[src/rtl/trace_pattern_matcher_if.sv]
// Trace pattern matcher bus: trace byte stream, pattern/mask programming
// and match/state outputs, grouped for master (source) and slave (matcher).
interface trace_pattern_matcher_if #(
  parameter int pBYTES         = 8,
  parameter int pHOLDOFF_WIDTH = 16,
  parameter int pCOUNT_WIDTH   = 16
);
  logic                      I_arm;
  logic                      I_enable;
  logic [7:0]                I_data;
  logic                      I_data_valid;
  logic [8*pBYTES-1:0]       I_pattern;
  logic [8*pBYTES-1:0]       I_mask;
  logic [pHOLDOFF_WIDTH-1:0] I_holdoff;
  logic                      O_match;
  logic [1:0]                O_state;
  logic [pCOUNT_WIDTH-1:0]   O_match_count;

  modport master (
    output I_arm, I_enable, I_data, I_data_valid,
    output I_pattern, I_mask, I_holdoff,
    input  O_match, O_state, O_match_count
  );

  modport slave (
    input  I_arm, I_enable, I_data, I_data_valid,
    input  I_pattern, I_mask, I_holdoff,
    output O_match, O_state, O_match_count
  );
endinterface

[src/rtl/trace_pattern_matcher.sv]
// Sliding-window trace byte matcher with arm-qualified fill and holdoff.
// Optional match counter enabled by defining TRACE_MATCH_COUNT_EN.
module trace_pattern_matcher #(
  parameter int pBYTES         = 8,
  parameter int pHOLDOFF_WIDTH = 16,
  parameter int pCOUNT_WIDTH   = 16
) (
  input  logic                     fe_clk,
  input  logic                     reset_n,
  trace_pattern_matcher_if.slave   bus
);

  localparam int W  = 8 * pBYTES;
  localparam int FW = $clog2(pBYTES + 1);
  localparam int HW = pHOLDOFF_WIDTH;

  localparam logic [FW-1:0] FONE = FW'(1);
  localparam logic [FW-1:0] FULL = FW'(pBYTES);
  localparam logic [HW-1:0] HONE = HW'(1);

  typedef enum logic [1:0] {
    IDLE    = 2'd0,
    FILL    = 2'd1,
    HUNT    = 2'd2,
    HOLDOFF = 2'd3
  } state_e;

  state_e        state_q, state_d;
  logic [W-1:0]  win_q;
  logic [FW-1:0] fill_q, fill_d;
  logic [HW-1:0] hold_q, hold_d;
  logic          match_q, match_d;
  logic          valid_q;
  logic          arm_q;

  logic          arm_edge;
  logic          hit;
  logic [FW-1:0] fill_inc;

  assign arm_edge = bus.I_arm & ~arm_q;
  assign hit      = ((win_q ^ bus.I_pattern) & bus.I_mask) == '0;
  assign fill_inc = fill_q + FONE;

  always_comb begin
    state_d = state_q;
    fill_d  = fill_q;
    hold_d  = hold_q;
    match_d = 1'b0;
    if (!bus.I_enable) begin
      state_d = IDLE;
      fill_d  = '0;
      hold_d  = '0;
    end else if (arm_edge) begin
      // the byte arriving with the arm edge is fill byte 1
      state_d = FILL;
      fill_d  = bus.I_data_valid ? FONE : '0;
      hold_d  = '0;
    end else begin
      unique case (state_q)
        IDLE: ;
        FILL: begin
          if (bus.I_data_valid) begin
            fill_d = fill_inc;
            if (fill_inc == FULL) state_d = HUNT;
          end
        end
        HUNT: begin
          if (valid_q && hit) begin
            match_d = 1'b1;
            if (bus.I_holdoff != '0) begin
              state_d = HOLDOFF;
              hold_d  = bus.I_holdoff;
            end
          end
        end
        HOLDOFF: begin
          if (hold_q <= HONE) begin
            state_d = HUNT;
            hold_d  = '0;
          end else begin
            hold_d  = hold_q - HONE;
          end
        end
        default: state_d = IDLE;
      endcase
    end
  end

  always_ff @(posedge fe_clk or negedge reset_n) begin
    if (!reset_n) begin
      state_q <= IDLE;
      fill_q  <= '0;
      hold_q  <= '0;
      match_q <= 1'b0;
      valid_q <= 1'b0;
      arm_q   <= 1'b0;
      win_q   <= '0;
    end else begin
      state_q <= state_d;
      fill_q  <= fill_d;
      hold_q  <= hold_d;
      match_q <= match_d;
      valid_q <= bus.I_data_valid;
      arm_q   <= bus.I_arm;
      if (bus.I_data_valid) win_q <= {win_q[W-9:0], bus.I_data};
    end
  end

  assign bus.O_match = match_q;
  assign bus.O_state = state_q;

`ifdef TRACE_MATCH_COUNT_EN
  logic [pCOUNT_WIDTH-1:0] cnt_q;

  always_ff @(posedge fe_clk or negedge reset_n) begin
    if (!reset_n) begin
      cnt_q <= '0;
    end else if (arm_edge) begin
      cnt_q <= '0;
    end else if (match_d && !(&cnt_q)) begin
      cnt_q <= cnt_q + pCOUNT_WIDTH'(1);
    end
  end

  assign bus.O_match_count = cnt_q;
`else
  assign bus.O_match_count = '0;
`endif

endmodule

[src/flat_wrapper.sv]
// flat-port wrapper written by rule: the top's interface ports become plain ports
module trace_pattern_matcher_flat 
#(
  parameter int pBYTES         = 8,
  parameter int pHOLDOFF_WIDTH = 16,
  parameter int pCOUNT_WIDTH   = 16
)
  (fe_clk, reset_n, bus_I_arm, bus_I_enable, bus_I_data, bus_I_data_valid, bus_I_pattern, bus_I_mask, bus_I_holdoff, bus_O_match, bus_O_state, bus_O_match_count);
  trace_pattern_matcher_if #(.pBYTES(pBYTES), .pHOLDOFF_WIDTH(pHOLDOFF_WIDTH), .pCOUNT_WIDTH(pCOUNT_WIDTH)) bus_i ();
  input  logic fe_clk;
  input  logic reset_n;
  input wire logic [$bits(bus_i.I_arm)-1:0] bus_I_arm;
  input wire logic [$bits(bus_i.I_enable)-1:0] bus_I_enable;
  input wire logic [$bits(bus_i.I_data)-1:0] bus_I_data;
  input wire logic [$bits(bus_i.I_data_valid)-1:0] bus_I_data_valid;
  input wire logic [$bits(bus_i.I_pattern)-1:0] bus_I_pattern;
  input wire logic [$bits(bus_i.I_mask)-1:0] bus_I_mask;
  input wire logic [$bits(bus_i.I_holdoff)-1:0] bus_I_holdoff;
  output wire logic [$bits(bus_i.O_match)-1:0] bus_O_match;
  output wire logic [$bits(bus_i.O_state)-1:0] bus_O_state;
  output wire logic [$bits(bus_i.O_match_count)-1:0] bus_O_match_count;
  assign bus_i.I_arm = bus_I_arm;
  assign bus_i.I_enable = bus_I_enable;
  assign bus_i.I_data = bus_I_data;
  assign bus_i.I_data_valid = bus_I_data_valid;
  assign bus_i.I_pattern = bus_I_pattern;
  assign bus_i.I_mask = bus_I_mask;
  assign bus_i.I_holdoff = bus_I_holdoff;
  assign bus_O_match = bus_i.O_match;
  assign bus_O_state = bus_i.O_state;
  assign bus_O_match_count = bus_i.O_match_count;
  trace_pattern_matcher #(.pBYTES(pBYTES), .pHOLDOFF_WIDTH(pHOLDOFF_WIDTH), .pCOUNT_WIDTH(pCOUNT_WIDTH)) u_core (.fe_clk(fe_clk), .reset_n(reset_n), .bus(bus_i));
endmodule
[config.mk]
export PLATFORM = sky130hd
export DESIGN_NAME = trace_pattern_matcher_flat
export DESIGN_NICKNAME = d
export VERILOG_FILES = /design/src/rtl/trace_pattern_matcher_if.sv /design/src/rtl/trace_pattern_matcher.sv /design/src/flat_wrapper.sv
export SDC_FILE = /design/constraint.sdc
export NUM_CORES = 1
export LEC_CHECK = 0
export ABC_AREA = 1
export CAP_MARGIN = 20
export CORE_MARGIN = 3
export CORE_UTILIZATION = 58
export DETAILED_ROUTE_END_ITERATION = 8
export DONT_BUFFER_PORTS = 1
export GPL_TIMING_DRIVEN = 1
export PLACE_DENSITY = 0.77
export SLEW_MARGIN = 20
export SYNTH_ARGS = -nofsm -noshare
export SYNTH_HDL_FRONTEND = slang
export SYNTH_SLANG_ARGS = --single-unit
[constraint.sdc]
create_clock -name fe_clk -period 1.7 [get_ports fe_clk]
set_input_delay 0.34 -clock fe_clk [delete_from_list [all_inputs] [get_ports fe_clk]]
set_output_delay 0.34 -clock fe_clk [all_outputs]
set_load 0.02 [all_outputs]
### Cell density map, run 1

Drawn at 4 px/um. 10 x 10 tiles, from black (low) to pale yellow (high), 0 to 100% covered.
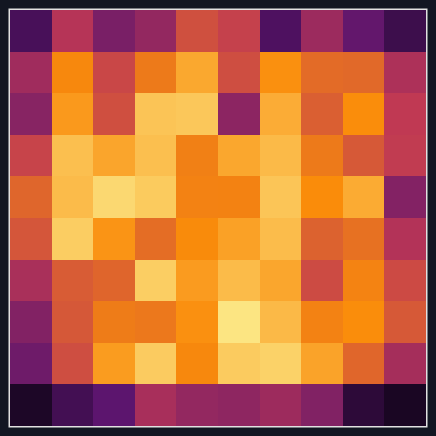
mean over tiles: 62%
fullest tile: 94%
emptiest ninth of the die: south-west
tiles over 75% full: 35%
Core Util at FP: 60.0%
Core ar.: 0.00928 mm^2
Final Core Density: 73.6%

### The metal 2 layer, run 1

Drawn at 4 px/um.
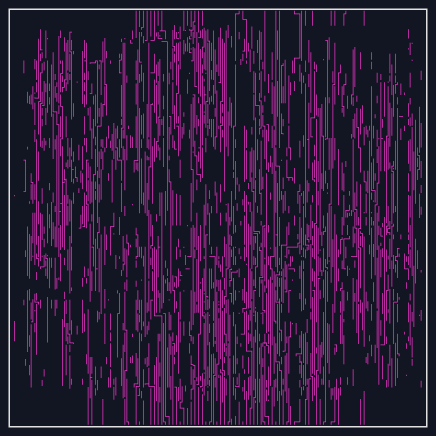
longest straight run: 42.2 um
main direction: vertical
nets with wire on the layer: 901
share of all routed wire: 48%
wire length on this layer: 8160 um
total wire length: 16900 um
met2 Use GR: 51.9%
Via Count: 5720

==> impl_metrics.tcl, run 1 <==
# flow metrics
set metrics [dict create \
    comb_cells 601 \
    fin_area_mm2 0.00684 \
    fin_cells 1051 \
    num_io_pins 176 \
    post_cts_resized 28 \
    hold_viol 89 \
    io_buffers 0 \
    power_uw 5650 \
    crit_slowest_cell "dfrtp_1" \
    hold_path.class "primary input to asynchronous set/reset pin" \
    nets 1077 \
    p_sw_uw 1830 \
    drv_slew 0 \
    fin_ws_ps -150 \
    nFlopsAndLatches 89 \
    status "finished with violations" \
    setup_viol_count_final 17 \
    placed_cells 1028 \
    clk_pin_slew_worst_paths_ps 110 \
    violations "negative hold slack, negative setup slack" \
    wl_per_cell_um 16.1 \
    detailed_place_hpwl_um 13000 \
    seqPwrFrac_pct 45.2 \
    reg2reg_depth 11 \
    p_leak_uw 0.00357 \
    fmax_ghz 0.541 \
    arrival_ps 2150 \
    clkbuf_count 10 \
    grt_pass1_vias 5612 \
    holdWs_ps -359 \
    buffers 114 \
    syn_avg_cell_area_um2 6.85 \
    gp_congestion 0.968 \
]
### Supply network, run 1

Drawn at 4 px/um. Pins as bars on the die edge.
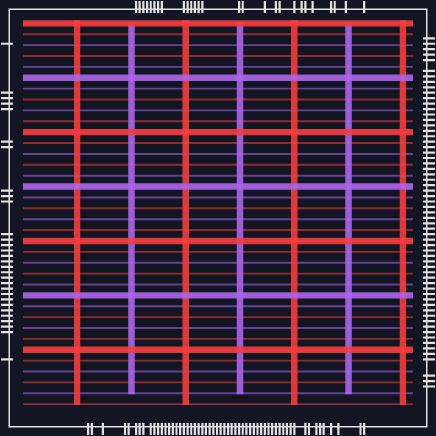
legend:
  VDD:
    colour: purple
  VSS:
    colour: red
met1 rails: 36
met4 straps: 7
signal pins: 176
met5 straps: 7
rows: 35
Peak supply drop: 530 uV
chip width: 104 um

### Sequential cells coloured by netlist name, run 1

Drawn at 4 px/um. Other sequential cells in the stronger grey, the rest of the logic in the fainter grey.
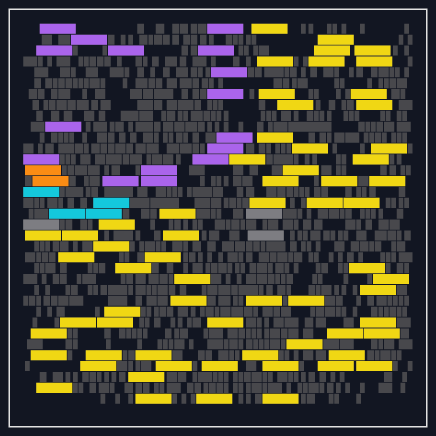
legend:
  u_core.fill_q:
    colour: cyan
    sequential_cells: 4
    where: west
  u_core.bus.O_state:
    colour: orange
    sequential_cells: 2
  u_core.hold_q:
    colour: purple
    sequential_cells: 16
  u_core.win_q:
    colour: yellow
    sequential_cells: 64
    where: widely spread
not coloured: 3
Storage cell area: 0.00223 mm^2
reported sequential group power: 2560 uW

## run 1: cells in the mapped netlist (all sizes together)
library cell	number
xor2	16
nand2	239
o22ai	1
mux2	3
o21ai	63
nand3b	2
ha	3
conb	1
clkinv	1
or2	13
inv	101
a31oi	2
xnor2	2
nor2	79
nand4	16
a21boi	2
clkbuf	9
nor3	11
a21oi	29
o2111ai	1
nor4	4
o211ai	1
buf	28
o31ai	1
nand3	96
dfrtp	89
## run 1: layer usage
| metal | GRT usage, % | wire, um |
|---|---|---|
| met1 | 40.2 | 6680 |
| met2 | 51.9 | 8160 |
| met3 | 6.83 | 1450 |
| met4 | 10.6 | 597 |
| met5 | 0 | 0 |
## run 1: worst paths after layout
| path | from | to | slack [ps] |
|---|---|---|---|
| worst max-delay path | u_core.win_q[9] | u_core.hold_q[13] | -150 |
| worst min-delay path | reset_n | u_core.win_q[61] | -360 |
| worst max register to register | u_core.win_q[9] | u_core.hold_q[13] | -150 |
| worst min register to register | u_core.win_q[44] | u_core.win_q[52] | 520 |
| max in group asynchronous | reset_n | u_core.hold_q[13] | 1920 |
| min in group fe_clk | bus_I_data_valid | u_core.valid_q | 40 |
## run 1: registers in the layout (all words and copies together), names as in the netlist
name	count
u_core.fill_q	4
u_core.bus.O_state	2
u_core.hold_q	16
u_core.win_q	64
u_core.arm_q	1
u_core.valid_q	1
u_core.bus.O_match	1
## run 1: logic make-up after synthesis
| group | count (synthesis) | share of synthesized area, % |
|---|---|---|
| mux | 3 | 0.607 |
| other cells | 1 | 0.0674 |
| fa+ha+maj | 3 | 0.674 |
| compound gates | 100 | 9.30 |
| flops | 89 | 40.0 |
| simple gates | 460 | 35.8 |
| xor+xnor | 18 | 2.83 |
| buf+inv | 139 | 10.8 |
## Run 2: what changed since run 1
--- a/config.mk
+++ b/config.mk
@@ -8,12 +8,12 @@
 export ABC_AREA = 1
 export CAP_MARGIN = 20
 export CORE_MARGIN = 3
-export CORE_UTILIZATION = 58
+export CORE_UTILIZATION = 60
 export DETAILED_ROUTE_END_ITERATION = 8
 export DONT_BUFFER_PORTS = 1
 export GPL_TIMING_DRIVEN = 1
 export PLACE_DENSITY = 0.77
-export SLEW_MARGIN = 20
+export SLEW_MARGIN = 10
 export SYNTH_ARGS = -nofsm -noshare
 export SYNTH_HDL_FRONTEND = slang
 export SYNTH_SLANG_ARGS = --single-unit
==> constraint.sdc (replaced) <==
create_clock -name fe_clk -period 2.3 [get_ports fe_clk]
set_input_delay 0.46 -clock fe_clk [delete_from_list [all_inputs] [get_ports fe_clk]]
set_output_delay 0.46 -clock fe_clk [all_outputs]
set_load 0.02 [all_outputs]
==> impl_metrics.tcl, run 2 <==
# flow metrics
set metrics [dict create \
    status "finished with violations" \
    violations "negative hold slack" \
    p_leak_uw 0.00300 \
    gr-max-usage-layer "met2" \
    drv_slew 0 \
    fin_ws_ps 294 \
    holdWs_ps -222 \
    synthTopLogicFamily "simple AND/OR/NAND/NOR gates" \
    met2_length_um 6710 \
    top_cell "nand2_1" \
    ff_type "dfrtp_1" \
    largest_register_ffs 64 \
    nets 967 \
    xor_share_pct 2.83 \
    hold_viol 89 \
    wl_met1_um 6570 \
    synth-simple-area-share_pct 35.8 \
    detailed_place_hpwl_um 11900 \
    arrival_ps 2250 \
    top_regs "u_core.win_q (64), u_core.hold_q (16), u_core.fill_q (4)" \
    regMostFlops "u_core.win_q" \
    ir_drop_uv 422 \
]
==> run 2: worst paths after layout <==
path | end | from | slack, ps | depth (start not counted)
worst max-delay path | u_core.hold_q[4] | u_core.win_q[46] | 290 | 11
worst min-delay path | u_core.win_q[62] | reset_n | -220 | 0
worst max register to register | u_core.hold_q[4] | u_core.win_q[46] | 290 | 11
worst min register to register | u_core.win_q[12] | u_core.win_q[4] | 510 | 2
max in group asynchronous | u_core.win_q[19] | reset_n | 2340 | 0
min in group fe_clk | u_core.arm_q | bus_I_arm | 130 | 0
==> run 2: logic make-up after synthesis <==
kind of cell,Yosys count
multiplexers,3
AND/OR/NAND/NOR,460
AND-OR/OR-AND,100
other,1
buffers and inverters,139
flip-flops,89
XOR/XNOR,18
adder cells (fa/ha/maj),3
==> run 2: worst max-delay path: cells and delay by family, from the launching register on <==
kind	cells	cell delay, ps
flops	1	420
simple gates	11	1460
==> run 2: stage by stage <==
stage          instances  utilization, %  power (uW)  instance area [um^2]
6_report             920            65.8        3980                  5820
5_1_grt              920            65.8        4190                  5820
4_1_cts              920            65.8        3980                  5820
3_5_place_dp         904            63.1        2680                  5580
3_3_place_gp         904            63.1        2660                  5580
2_1_floorplan        828               -        2530                  5620
==> run 2: cell type report <==
type / count / area [um^2]
inverter: 102 / 383
tap: 108 / 135
multi-input combinational: 600 / 2800
clock buffer: 10 / 128
clock inverter: 6 / 115
sequential: 89 / 2230
timing repair buffer: 5 / 37.5
fill: 809 / 3030
==> run 2: where the power goes <==
part	switching, uW	leakage [uW]	internal, uW
registers	163	0.00110	1740
logic	476	0.00178	284
clock network	583	0.000117	728
total	1220	0.00300	2760
### Sequential cells coloured by netlist name, run 2

Drawn at 4 px/um. Other sequential cells in the stronger grey, the rest of the logic in the fainter grey.
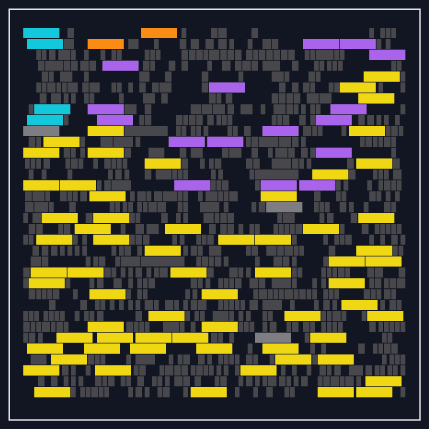
legend:
  u_core.hold_q:
    colour: purple
    sequential_cells: 16
  u_core.bus.O_state:
    colour: orange
    sequential_cells: 2
  u_core.win_q:
    colour: yellow
    sequential_cells: 64
  u_core.fill_q:
    colour: cyan
    sequential_cells: 4
    where: north-west
not coloured: 3
Final Core Density: 65.8%
flop share of the area: 38.2%
reported sequential group power: 1910 uW

### The metal 2 layer, run 2

Drawn at 4 px/um.
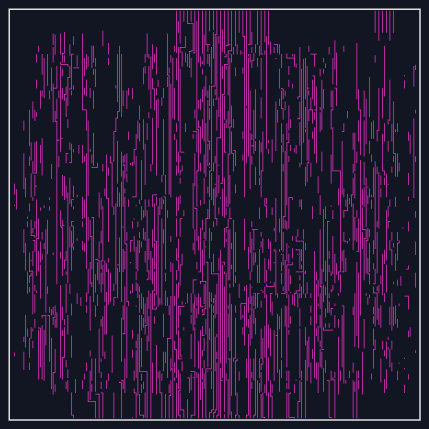
longest straight run: 40.6 um
nets with wire on the layer: 766
Via Count: 5126
met2 Use GR: 44.3%
total wire length: 15100 um

## Run 3: what changed since run 2
--- a/config.mk
+++ b/config.mk
@@ -13,6 +13,7 @@
 export DONT_BUFFER_PORTS = 1
 export GPL_TIMING_DRIVEN = 1
 export PLACE_DENSITY = 0.77
+export SETUP_SLACK_MARGIN = 0.15
 export SLEW_MARGIN = 10
 export SYNTH_ARGS = -nofsm -noshare
 export SYNTH_HDL_FRONTEND = slang
==> impl_metrics.tcl, run 3 <==
# flow metrics
set metrics [dict create \
    io_buffers 0 \
    ir_drop_uv 421 \
    cp_num_buf_inv 2 \
    crit_family "simple AND/OR/NAND/NOR gates" \
    fp_util_pct 62.9 \
    detailed_place_hpwl_um 11900 \
    holdWs_ps -224 \
    ff_type "dfrtp_1" \
    violations "negative hold slack" \
    hold_viol 89 \
    fill_cells 809 \
    synth-simple-area-share_pct 35.8 \
    clk_pin_slew_worst_paths_ps 100 \
    syn_avg_cell_area_um2 6.85 \
    gp_congestion 0.954 \
    fin_area_mm2 0.00585 \
    fp.dieW_um 102 \
    ys_sh_adder_pct 0.674 \
    logic_area_mm2 0.00282 \
    edf_count 0 \
    status "finished with violations" \
    seq_area_mm2 0.00223 \
    grt_pass1_vias 4591 \
]
## run 3: report_power, final
group	internal (uW)	switching, uW
Sequential	1740	162
Clock	728	588
Combinational	286	478
## run 3: routing by layer
metal  track usage, %  vias up  wire length, um
met5                0        -                0
met4             7.06        0              210
met3             6.69       20             1660
met2             44.3      227             6640
met1             40.2     2329             6550
li1                 -     2548                -
## run 3: worst max-delay path by stage
stage	startpoint	endpoint	depth (start not counted)
floorplan	bus_I_pattern[59]	u_core.hold_q[4]	14
global placement	bus_I_pattern[59]	u_core.hold_q[0]	13
detailed placement	bus_I_pattern[59]	u_core.hold_q[7]	13
CTS	u_core.win_q[59]	u_core.hold_q[15]	13
global route	u_core.win_q[59]	u_core.hold_q[1]	13
finish	u_core.hold_q[0]	u_core.hold_q[10]	10
## run 3: through the flow
stage | util, % | setup slack, ps | total power, uW | hold slack (ps) | std cells
after floorplan | - | 570 | 2530 | 164 | 828
after global placement | 63.1 | 248 | 2660 | 166 | 904
after detailed placement | 63.1 | 233 | 2680 | 167 | 904
after CTS | 65.8 | 277 | 3980 | -229 | 920
after global routing | 66.1 | 154 | 4190 | -240 | 920
final | 66.1 | 367 | 3990 | -224 | 920
## run 3: what timing repair did
action | CTS | global route
hold endpoints to repair | 89 | 89
endpoints found under the setup margin | 0 | 17
gates resized | 0 | 5
## run 3: kinds of logic after synthesis
logic type / Yosys count
xor+xnor: 18
compound gates: 100
other cells: 1
fa+ha+maj: 3
buf+inv: 139
flops: 89
simple gates: 460
mux: 3
## run 3: layout make-up
class	instances	share of cell area [%]
multi-input combinational	600	48.3
sequential	89	38.1
inverter	102	6.55
tap	108	2.31
clock buffer	10	2.18
clock inverter	6	1.97
timing repair buffer	5	0.642
### Clock wiring as the flow saved it, run 3

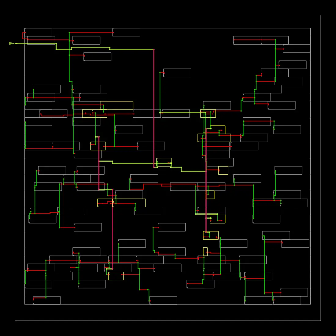
clk_lat worst skew: 360 ps
Power Clock: 1320 uW
clock sink count: 89
TritonCTS buffer count: 9

### The metal 2 layer, run 3

Drawn at 4 px/um.
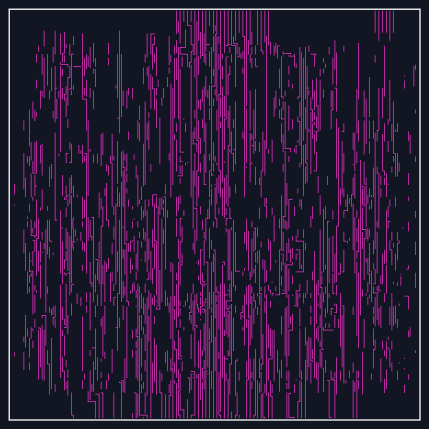
wire length on this layer: 6640 um
share of all routed wire: 44%
total wire length: 15100 um
Via Count: 5124

Power and IR drop assume default switching activity.
